[src/rtl/seg_pkg.sv]
// Shared display definitions: active-low 7-segment glyphs for hex 0-F,
// the blank pattern, the legacy 12-bit status codes and a glyph lookup helper.
package seg_pkg;

    // Segment order {dp,g,f,e,d,c,b,a}; a 0 lights the segment. dp is off.
    localparam logic [7:0] SEG_BLANK = 8'hFF;

    // Index n holds the glyph for hex digit n (entry 15 is listed first).
    localparam logic [15:0][7:0] SEG_HEX = {
        8'h8E, 8'h86, 8'hA1, 8'hC6,   // F E d C
        8'h83, 8'h88, 8'h90, 8'h80,   // b A 9 8
        8'hF8, 8'h82, 8'h92, 8'h99,   // 7 6 5 4
        8'hB0, 8'hA4, 8'hF9, 8'hC0    // 3 2 1 0
    };

    // Status codes inherited from the fixed-width combinational encoder.
    localparam logic [11:0] STATUS_IDLE       = 12'h000;
    localparam logic [11:0] STATUS_CALIB_BUSY = 12'hCA1;
    localparam logic [11:0] STATUS_CALIB_FAIL = 12'hCAF;
    localparam logic [11:0] STATUS_CLS_BUSY   = 12'hC15;
    localparam logic [11:0] STATUS_UART_LOAD  = 12'h10A;

    // Conventional source slot assignment on the board (0 = highest priority).
    typedef enum logic [1:0] {
        SRC_CALIB_BUSY = 2'd0,
        SRC_CALIB_FAIL = 2'd1,
        SRC_CLS_BUSY   = 2'd2,
        SRC_UART_LOAD  = 2'd3
    } status_src_e;

    // Hex nibble to active-low glyph.
    function automatic logic [7:0] hex_to_seg(input logic [3:0] nibble);
        return SEG_HEX[nibble];
    endfunction

endpackage

[src/rtl/seg7_hex_decode.sv]
// Combinational hex nibble to active-low 7-segment decoder, shared by
// the display blocks on the board.
module seg7_hex_decode
    import seg_pkg::*;
(
    input  logic [3:0] hex,
    output logic [7:0] seg
);

    // Glyph lookup
    always_comb begin
        seg = hex_to_seg(hex);
    end

endmodule

[src/rtl/seg_status_scan.sv]
// Prioritised status arbiter with sticky error latches, driving a multiplexed
// common-anode 7-segment display. The frame snapshot is only updated at the
// start of digit 0 so a frame never mixes two codes.
// Optional build macro SEG_STATUS_BLINK_EN: blink the display while the shown
// source is held only by its sticky latch.
module seg_status_scan
    import seg_pkg::*;
#(
    parameter int                      NUM_DIGITS   = 3,
    parameter int                      NUM_SRC      = 4,
    parameter logic [NUM_SRC-1:0]      STICKY_MASK  = 4'b0010,
    parameter int                      SCAN_DIV     = 50000,
    parameter int                      BLINK_DIV    = 24,
    parameter logic [4*NUM_DIGITS-1:0] DEFAULT_CODE = STATUS_IDLE
) (
    input  logic                              clk,
    input  logic                              rst_n,
    input  logic [NUM_SRC-1:0]                src_active,
    input  logic [NUM_SRC*4*NUM_DIGITS-1:0]   src_code,
    input  logic                              sticky_clr,
    output logic [7:0]                        seg_cathodes,
    output logic [NUM_DIGITS-1:0]             seg_anodes,
    output logic [$clog2(NUM_SRC+1)-1:0]      cur_src,
    output logic [NUM_SRC-1:0]                sticky_flags
);

    localparam int CW   = 4 * NUM_DIGITS;
    localparam int SW   = $clog2(NUM_SRC + 1);
    localparam int CNTW = (SCAN_DIV > 2) ? $clog2(SCAN_DIV) : 1;
    localparam int IDXW = (NUM_DIGITS > 1) ? $clog2(NUM_DIGITS) : 1;

    logic [NUM_SRC-1:0]    sticky_r;
    logic [CW-1:0]         sticky_code_r [NUM_SRC];
    logic [NUM_SRC-1:0]    eff_s;
    logic [CW-1:0]         win_code_s;
    logic [SW-1:0]         win_idx_s;
    logic                  found_s;
    logic [CNTW-1:0]       scan_cnt_r;
    logic [IDXW-1:0]       digit_idx_r;
    logic [CW-1:0]         snap_r;
    logic [SW-1:0]         cur_src_r;
    logic [3:0]            nibble_s;
    logic [7:0]            glyph_s;
    logic [NUM_DIGITS-1:0] anode_s;
    logic [7:0]            cath_s;

    // Sticky latches: set has priority over clear; code captured on first set
    always_ff @(posedge clk or negedge rst_n) begin
        if (!rst_n) begin
            sticky_r <= {NUM_SRC{1'b0}};
            for (int i = 0; i < NUM_SRC; i++) begin
                sticky_code_r[i] <= {CW{1'b0}};
            end
        end else begin
            for (int i = 0; i < NUM_SRC; i++) begin
                if (STICKY_MASK[i] && src_active[i]) begin
                    sticky_r[i] <= 1'b1;
                    if (!sticky_r[i]) begin
                        sticky_code_r[i] <= src_code[i*CW +: CW];
                    end
                end else if (sticky_clr) begin
                    sticky_r[i] <= 1'b0;
                end
            end
        end
    end

    assign eff_s        = src_active | sticky_r;
    assign sticky_flags = sticky_r;

    // Priority arbitration: lowest active index wins, otherwise the default
    always_comb begin
        win_code_s = DEFAULT_CODE;
        win_idx_s  = SW'(NUM_SRC);
        found_s    = 1'b0;
        for (int i = 0; i < NUM_SRC; i++) begin
            if (!found_s && eff_s[i]) begin
                found_s    = 1'b1;
                win_idx_s  = SW'(i);
                win_code_s = sticky_r[i] ? sticky_code_r[i] : src_code[i*CW +: CW];
            end else begin
                found_s    = found_s;
            end
        end
    end

    // Slot timer, digit index and frame snapshot taken as digit 0 begins
    always_ff @(posedge clk or negedge rst_n) begin
        if (!rst_n) begin
            scan_cnt_r  <= {CNTW{1'b0}};
            digit_idx_r <= {IDXW{1'b0}};
            snap_r      <= DEFAULT_CODE;
            cur_src_r   <= SW'(NUM_SRC);
        end else if (scan_cnt_r == CNTW'(SCAN_DIV - 1)) begin
            scan_cnt_r <= {CNTW{1'b0}};
            if (digit_idx_r == IDXW'(NUM_DIGITS - 1)) begin
                digit_idx_r <= {IDXW{1'b0}};
                snap_r      <= win_code_s;
                cur_src_r   <= win_idx_s;
            end else begin
                digit_idx_r <= digit_idx_r + IDXW'(1);
            end
        end else begin
            scan_cnt_r <= scan_cnt_r + CNTW'(1);
        end
    end

    assign cur_src = cur_src_r;

    // Nibble of the snapshot belonging to the current digit
    always_comb begin
        nibble_s = snap_r[3:0];
        for (int d = 0; d < NUM_DIGITS; d++) begin
            if (digit_idx_r == IDXW'(d)) begin
                nibble_s = snap_r[d*4 +: 4];
            end else begin
                nibble_s = nibble_s;
            end
        end
    end

    seg7_hex_decode u_decode (
        .hex (nibble_s),
        .seg (glyph_s)
    );

`ifdef SEG_STATUS_BLINK_EN
    logic [BLINK_DIV-1:0] blink_cnt_r;
    logic [NUM_SRC:0]     sticky_ext_s;
    logic [NUM_SRC:0]     active_ext_s;
    logic                 latched_only_s;

    // Free-running blink phase counter
    always_ff @(posedge clk or negedge rst_n) begin
        if (!rst_n) begin
            blink_cnt_r <= {BLINK_DIV{1'b0}};
        end else begin
            blink_cnt_r <= blink_cnt_r + BLINK_DIV'(1);
        end
    end

    // Index NUM_SRC (the default slot) is never sticky
    assign sticky_ext_s   = {1'b0, STICKY_MASK};
    assign active_ext_s   = {1'b1, src_active};
    assign latched_only_s = sticky_ext_s[cur_src_r] & ~active_ext_s[cur_src_r];
`endif

    // Next pin values: one anode low per slot, blanked on the slot's first cycle
    always_comb begin
        cath_s = glyph_s;
        if (scan_cnt_r == {CNTW{1'b0}}) begin
            anode_s = {NUM_DIGITS{1'b1}};
        end else begin
            anode_s = ~(NUM_DIGITS'(1) << digit_idx_r);
        end
`ifdef SEG_STATUS_BLINK_EN
        if (latched_only_s && !blink_cnt_r[BLINK_DIV-1]) begin
            anode_s = {NUM_DIGITS{1'b1}};
        end else if (latched_only_s && (digit_idx_r == {IDXW{1'b0}})) begin
            cath_s[7] = 1'b0;
        end else begin
            cath_s = cath_s;
        end
`endif
    end

    // Registered display pins
    always_ff @(posedge clk or negedge rst_n) begin
        if (!rst_n) begin
            seg_anodes   <= {NUM_DIGITS{1'b1}};
            seg_cathodes <= SEG_BLANK;
        end else begin
            seg_anodes   <= anode_s;
            seg_cathodes <= cath_s;
        end
    end

endmodule

[config.mk]
export PLATFORM = sky130hd
export DESIGN_NAME = seg_status_scan
export DESIGN_NICKNAME = d
export VERILOG_FILES = /design/src/rtl/seg_pkg.sv /design/src/rtl/seg7_hex_decode.sv /design/src/rtl/seg_status_scan.sv
export SDC_FILE = /design/constraint.sdc
export NUM_CORES = 1
export LEC_CHECK = 0
export CELL_PAD_IN_SITES_DETAIL_PLACEMENT = 1
export CELL_PAD_IN_SITES_GLOBAL_PLACEMENT = 2
export CORE_MARGIN = 3
export CORE_UTILIZATION = 31
export DETAILED_ROUTE_END_ITERATION = 6
export GPL_TIMING_DRIVEN = 0
export PLACE_DENSITY_LB_ADDON = 0.1
export SLEW_MARGIN = 20
export SYNTH_ARGS = -nofsm -noshare
export SYNTH_HDL_FRONTEND = slang
export SYNTH_SLANG_ARGS = --single-unit
export TNS_END_PERCENT = 1
[constraint.sdc]
create_clock -name clk -period 3.3 [get_ports clk]
set_input_delay 0.66 -clock clk [delete_from_list [all_inputs] [get_ports clk]]
set_output_delay 0.66 -clock clk [all_outputs]
set_load 0.03 [all_outputs]
port_trees.png
(4 px per um)
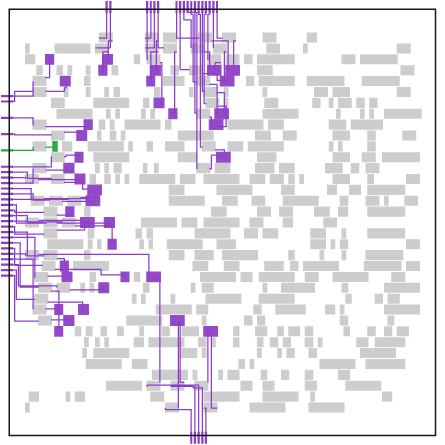
port	color	bits	direction	edge	end cells	buffers	wire
src_code	purple	48	input	25 left, 18 top, 5 bottom	36	48	1130 um
sticky_clr	green	1	input	left	1	1	8.20 um
Top Ports: 73
buffers added on ports: 66

ff_map.png
(2 px per um) Other sequential cells in the stronger gray, the rest of the logic in the fainter gray.
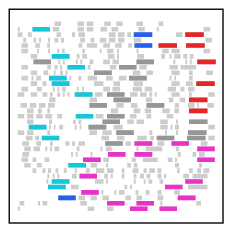
name in the netlist	color	placed flops
cur_src	blue	3
scan_cnt_r	magenta	16
seg_cathodes	red	7
sticky_code_r	cyan	12
FF/Latch Area: 1420 um^2
flop share of the area: 0.348

placed.png
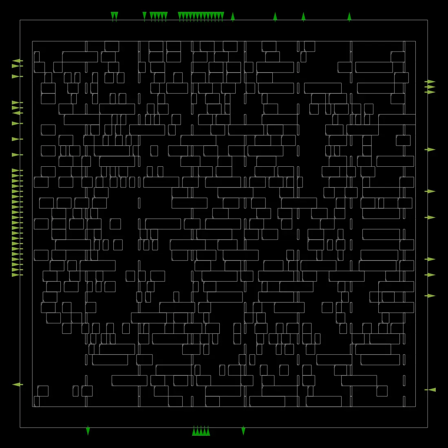
total core area: 9500 um^2
Finished Core Util: 0.428
# rows: 35
registers: 56
Non-Filler Instances: 504

==> qor.yml <==
path_depth: 6
ys_sh_mux: 0.124
fin_area_um2: 4070
inverters: 9
gp_congestion: 0.791
reg2reg_slack_ns: 0.69
crit_type: "reg2reg"
power_leader: "registers"
pre_cts_ws_ns: 0.657
end_kind: "register"
final_nets: 437
clock.latency.late_pin_ns: 0.31
topCellsByArea: "dfrtp_1 36%, dfstp_2 9.3%, mux2_2 6.5%"
h-tree-depth: 2
p_clk_frac: 0.310
grt_max_degree: 45
period_minus_slack_ns: 2.61
grt_pass1_vias: 2562
top_area_frac: 0.362
internal-power_mw: 1.01
cts_resized: 0
warning_count: 32
nWellTaps: 129
swShare: 0.241
fin_skew_ns: 0.0123
max-clock-path-buffers: 2
post-cts-setup-buffers: 0
antenna_cells: 0
clk_share: 0.0246
cellLeakagePower_nw: 1.74
grt_setup_unrepaired: "false"
post-synth-top-count-cell: "dfrtp_1"
path_delay_family: "multiplexers"
synthArstFlopShare: 1.00
synthAoiAreaFrac: 0.105
dr.pass1.iters: 4
power_mw: 1.33
setup_viol: 0
ys_sh_xor: 0.0338
antenna_found_initial: 0
ctsRootBufferMaster: "clkbuf_8"
path_max_fanout: 10
common_cells: "45 x dfrtp_1, 32 x nand2_1, 25 x a21oi_1"
ys.flops: 56
startpoint_type: "register"
cpMaxStageDelayCell: "o21ai_0"
p_sw_mw: 0.320
synth.avg_cell_area_um2: 10.4
drt_iter0_drc: 63
syn_to_final_growth_pct: 30.7
ant_nets: 0
synth_top_cell_by_area: "dfrtp_1"
postSynthCellCount: 298
die_w_um: 106
fp-utilization: 0.327
signal_buffers: 86
synth.comb.largest_family: "simple AND/OR/NAND/NOR gates"
finalClockPeriodUsage: 0.792
crit_path_start: "digit_idx_r[0]$_DFFE_PN0N_"
critPathArrivalTime_ns: 2.84
r2r_start: "digit_idx_r[0]$_DFFE_PN0N_"
synth-edff-count: 0
powerSeq_mw: 0.724
ys_sh_adder: 0.0322
yosysWarnings: 36
slew_headroom: 0.565
outcome: "finished, final reports clean"
max_stage_delay_ns: 0.52
synth_cell_types: 46
dp_cells: 496
crit_path_cell_trace: "buf_4 > mux2_2 > o21ai_0 > inv_1 > ha_1 > mux4_2"
timing.setup.tns_ns: 0
peakVddDrop_v: 0.000204
seqPwrFrac: 0.545
reg_top3: "scan_cnt_r x16, snap_r x12, sticky_code_r x12"
setup_ws_ns: 0.686
required_ns: 3.53
max_cap_viol_count: 0
post_drt_wl_per_cell_um: 15.9
p_comb_frac: 0.145
num_vias: 2431
cts_tree: "done"
top_register: "scan_cnt_r"
synth_chip_area_um2: 3110
largestClassByArea: "logic gates"
fmax_mhz: 383
report.final.slew_viol_count: 0
rr_endpoint: "seg_cathodes[3]$_DFF_PN1_"
overflow: 0
cts_sinks: 56
drive_gt1_frac: 0.147
hold_buffers: 0
ys_seq_frac: 0.455
drt_wl_total_mm: 8.01
finalHoldViolCount: 0
sh_comb_area: 0.385
pg_clk_mw: 0.411
whs_ns: 0.187
final-nonclk-buf-share: 0.194
dp_hpwl_mm: 6.30
logic_gate_count: 216
flop_cell: "dfrtp_1"
numCtsBuffers: 5
worstMarginPinSlew_ns: 0.646
worstSetupEndpoint: "seg_cathodes[3]$_DFF_PN1_"
grt_pass1_wl_mm: 13.3
drc: 0
clk_pin_slew_ns: 0.10
largest_reg_flops: 16
powerComb_mw: 0.193
grt_usage: 0.146
path_buffers: 2
synth_area_um2: 3110
fillers: 1099
worstRegToRegCells: 6
yosys.area_share.simple: 0.203
via_per_inst: 4.82
nClkBuffers: 8
hold_path_class: "in2async"
placed_area_um2: 3970
ys_cells: 298
die-area_um2: 11300
mi_logic_area_um2: 1570
die_h_um: 106
cellPowerDensity_nw_per_um2: 327
==> per-layer routing <==
metal  track usage  vias up  wire [um]
li1              -     1193          -
met1         0.205     1168       3860
met2         0.237       66       3760
met3        0.0261        4        326
met4        0.0305        0         65
met5             0        -          0
==> placed cells by master, fill, tap and decap left out, types with 2 or more instances in the layout <==
cell type         n
buf_2             2
buf_4             7
mux2i_1          15
a21oi_1          25
nor3_1            3
inv_1             9
o21ai_0           4
clkdlybuf4s50_1  65
nand3b_1         13
dfrtp_1          45
nor2_1           11
nor2b_1          16
nand4_1           2
a221o_1          13
nor4_1            2
nand3_1           5
ha_1              8
o22ai_1           5
xor2_1            6
nand2_1          32
conb_1            4
xnor2_1           6
mux2_2           18
and3_1            8
clkbuf_1         10
dfstp_2          11
or3_1             2
clkbuf_8          7
